==> config.mk <==
export PLATFORM = sky130hd
export DESIGN_NAME = ring_flasher_trigger
export DESIGN_NICKNAME = d
export VERILOG_FILES = /design/src/rtl/ring_flasher_trigger.sv
export SDC_FILE = /design/constraint.sdc
export NUM_CORES = 1
export LEC_CHECK = 0
export CORE_MARGIN = 3
export CORE_UTILIZATION = 40
export DETAILED_ROUTE_END_ITERATION = 8
export PLACE_DENSITY = 0.68
export SLEW_MARGIN = 10
export SYNTH_ARGS = -nofsm -noshare
export SYNTH_HDL_FRONTEND = slang
export SYNTH_SLANG_ARGS = --single-unit
==> constraint.sdc <==
create_clock -name clk -period 1.7 [get_ports clk]
set_input_delay 0.34 -clock clk [delete_from_list [all_inputs] [get_ports clk]]
set_output_delay 0.34 -clock clk [all_outputs]
set_load 0.005 [all_outputs]
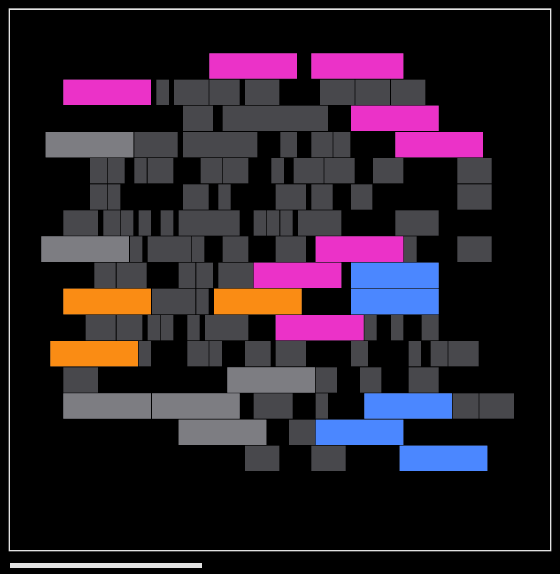
*Sequential cells grouped by signal name*
Scale bar: 20 µm. Other sequential cells in the stronger gray, the rest of the logic in the fainter gray.
Key: `pulse_cnt_q` = orange [placed flops 3]; `db_cnt_q` = blue [placed flops 5]; `press_count` = magenta [placed flops 8]
sequential share of cell area: 44.41%
final core utilization: 54.09%
Seq. cell area: 551.8 µm²
sequential power: 0.603 mW

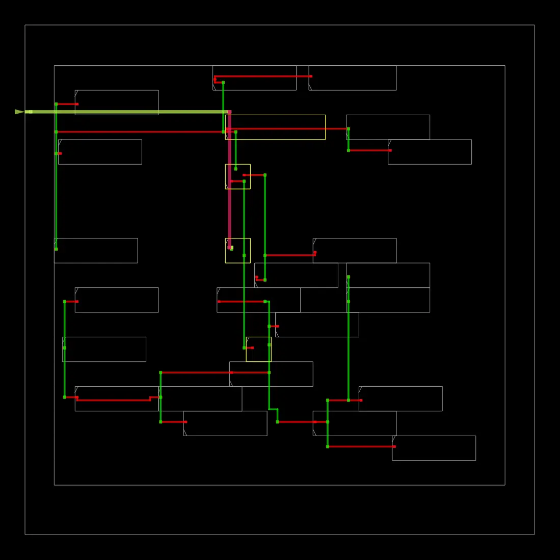
*Clock wiring as the flow saved it*
Max Clock Skew: 0.001169 ns
number of sequential cells in the layout: 22
count of clock buffers in the final design: 3
number of buffers added by the clock tree synthesis step: 3
number of sinks on the clock net: 22

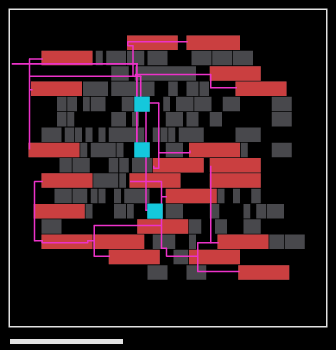
*Clock network drawn from the DEF*
Scale bar: 20 µm.
Key: clock drivers = cyan [count 3]; clock wires = magenta [length 259 µm]; flip-flops = red [count 22]
There are 4 routed clock nets.
Clk Latency, worst-skew pair: 0.30 ns
clock network fraction of design power: 31.8%
power consumed by the clock network: 0.390 mW

==> reports/summary.log <==
[synthesis] multiplexer area fraction after synthesis 2.114%
[drt] length of the first detailed-routing pass in iterations 4
[pwr] cell internal pwr 0.9251 mW
[critical_path] cell count along the critical path 1
[critical_path] depth of the most critical reg-to-reg path 5
[critical_path] cells along the critical path clkdlybuf4s50_1
[floorplanning] pre-placement core utilization 43.79%
[grt] met1 track demand over resource in global routing 14.66%
[pwr] switching power share of the total 24.65%
[timing] worst setup margin 0.08384 ns
[drt] post-route antenna net violation count 0
[drt] wire per inst 12.11 µm
[synthesis] top-count cell post-synth sky130_fd_sc_hd__dfrtp_1
[synthesis] XOR-XNOR Cells, Area Fraction 9.577%
[synthesis] share of async-settable or async-resettable flops after synthesis 100.0%
[synthesis] leading register cell type out of synthesis sky130_fd_sc_hd__dfrtp_1
[critical_path] largest fanout on the critical path 5
[layout] diode count 0
[layout] Signal buffers 16
[layout] share of final layout cell area taken by clock buffers and inverters 4.230%
[layout] non-clock inverter count 7
[grt] global-route wire length before repair 2856 µm
[drt] Detail Route met3 WL 56 µm
[timing] Slew @ Worst Pin 0.3363 ns
[timing] unrepaired setup endpoints after global routing no
[pwr] Final Power 1.228 mW
[timing] final worst-path cycle share 95.07%
[timing] maximum achievable frequency 0.6188 GHz
[layout] area delta synth->final 23.51%
[synthesis] AND-OR/OR-AND Cells, Area Fraction 4.602%
[layout] Top Layout Cells sky130_fd_sc_hd__dfrtp_1 (21), sky130_fd_sc_hd__clkdlybuf4s50_1 (13), sky130_fd_sc_hd__nor2_1 (9)
[critical_path] critical path class reg -> out
[critical_path] Reg2Reg Setup Slack 0.31 ns
[grt] grt met3 use 2.088%
[synthesis] cell count listed in synth_stat.txt 90
[status] run status completed
[drt] DR top layer met4
[synthesis] Synth warnings 0
[floorplanning] overall die height 56.15 µm
[timing] final period demand of the worst path 1.616 ns
[grt] initial antenna violation count 0
[synthesis] dominant combinational cell family by area after synthesis simple AND/OR/NAND/NOR gates
[critical_path] cell at the slowest stage of the critical path sky130_fd_sc_hd__clkdlybuf4s50_1
[layout] share of layout cells above drive strength 1 11.01%
[synthesis] synth unique cells 24
[timing] final setup violation count 0
[floorplanning] number of cell rows 17
[layout] share of cell area taken by multi-input logic gates 34.14%
[place] setup slack at placement 0.1184 ns
[synthesis] top area cells in the synthesized netlist sky130_fd_sc_hd__dfrtp_1 (55%), sky130_fd_sc_hd__ha_1 (7.5%), sky130_fd_sc_hd__xnor2_1 (5.2%)
[synthesis] simple-gate area share of the yosys netlist 18.41%
[critical_path] largest stage delay on the critical path 0.53 ns
[pwr] Net Switching 0.3027 mW
[floorplanning] Die W 56.15 µm
[drt] Met2 Routed Length 817 µm
[layout] max reg flops 8
[critical_path] CP bufs+invs 1
[drt] DRC viols 0
[synthesis] share of synthesized area occupied by flip-flops and latches 54.73%
[timing] worst hold slack across all endpoints 0.3613 ns
[synthesis] post-synth tally of flip-flops with integrated enable 0
[grt] final global-route overflow total 0
[pwr] leading power group sequential cells
[pwr] PD cells 988.2 mW/mm²
[synthesis] area share of fa/ha/maj cells after synthesis 7.463%
[synthesis] most common library cells after synthesis sky130_fd_sc_hd__dfrtp_1 (22), sky130_fd_sc_hd__nor2_1 (9), sky130_fd_sc_hd__nand2_1 (8)
[worst_hold_path] cell count of the worst hold path 0
[drt] via density per instance 4.905
[drt] DRC marker count from the first detailed-route iteration 2
[place] area post-placement 0.001189 mm²
[synthesis] synthesized netlist net count 100
[critical_path] Worst Setup End Kind output port
[pwr] power share of the combinational group 19.2%
[timing] Max-slew headroom 77.34%
[run] Log Warnings 28
[floorplanning] placeable core region 0.002297 mm²
[layout] Multi-input gate area 424.2 µm²
[run] number of max-capacitance violations reported 0
[floorplanning] number of primary I/O pins 14
[timing] max-slew violation count 0
[grt] via count of the first global-routing pass 659
[place] Buffers on Ports 13
[layout] non-filler instance count after layout 137
[clock_tree] clock tree from TritonCTS done
[place] post-DP HPWL 1291 µm
[timing] hold violation total from the final report 0
[layout] nets 120
[critical_path] critical path required time 1.36 ns
[critical_path] dominant delay contributor by cell family on the critical path buffers and inverters
[layout] Layout fillers 208
[place] placed cells 133
[clock_tree] cts repair resizes 0
[pwr] P_comb 0.235 mW
[timing] Setup Total Neg Slack 0 ns
[grt] busiest layer in global routing met2
[worst_hold_path] Worst Hold Class reg -> reg
[clock_tree] number of buffers between clock root and the deepest sink 2
[synthesis] Yosys chip area 0.001006 mm²
[drt] drt total wl 1659 µm
[synthesis] cell type with the largest total area sky130_fd_sc_hd__dfrtp_1
[pwr] register share of total power 49.1%
[synthesis] Synth Cell Area 0.001006 mm²
[grt] pin count of the biggest net entering global routing 23
[clock_tree] Post-CTS Hold Buffers 0
[clock_tree] count of H-tree levels built during CTS 1
No activity file was given, so power comes from the tool's default toggle rates.
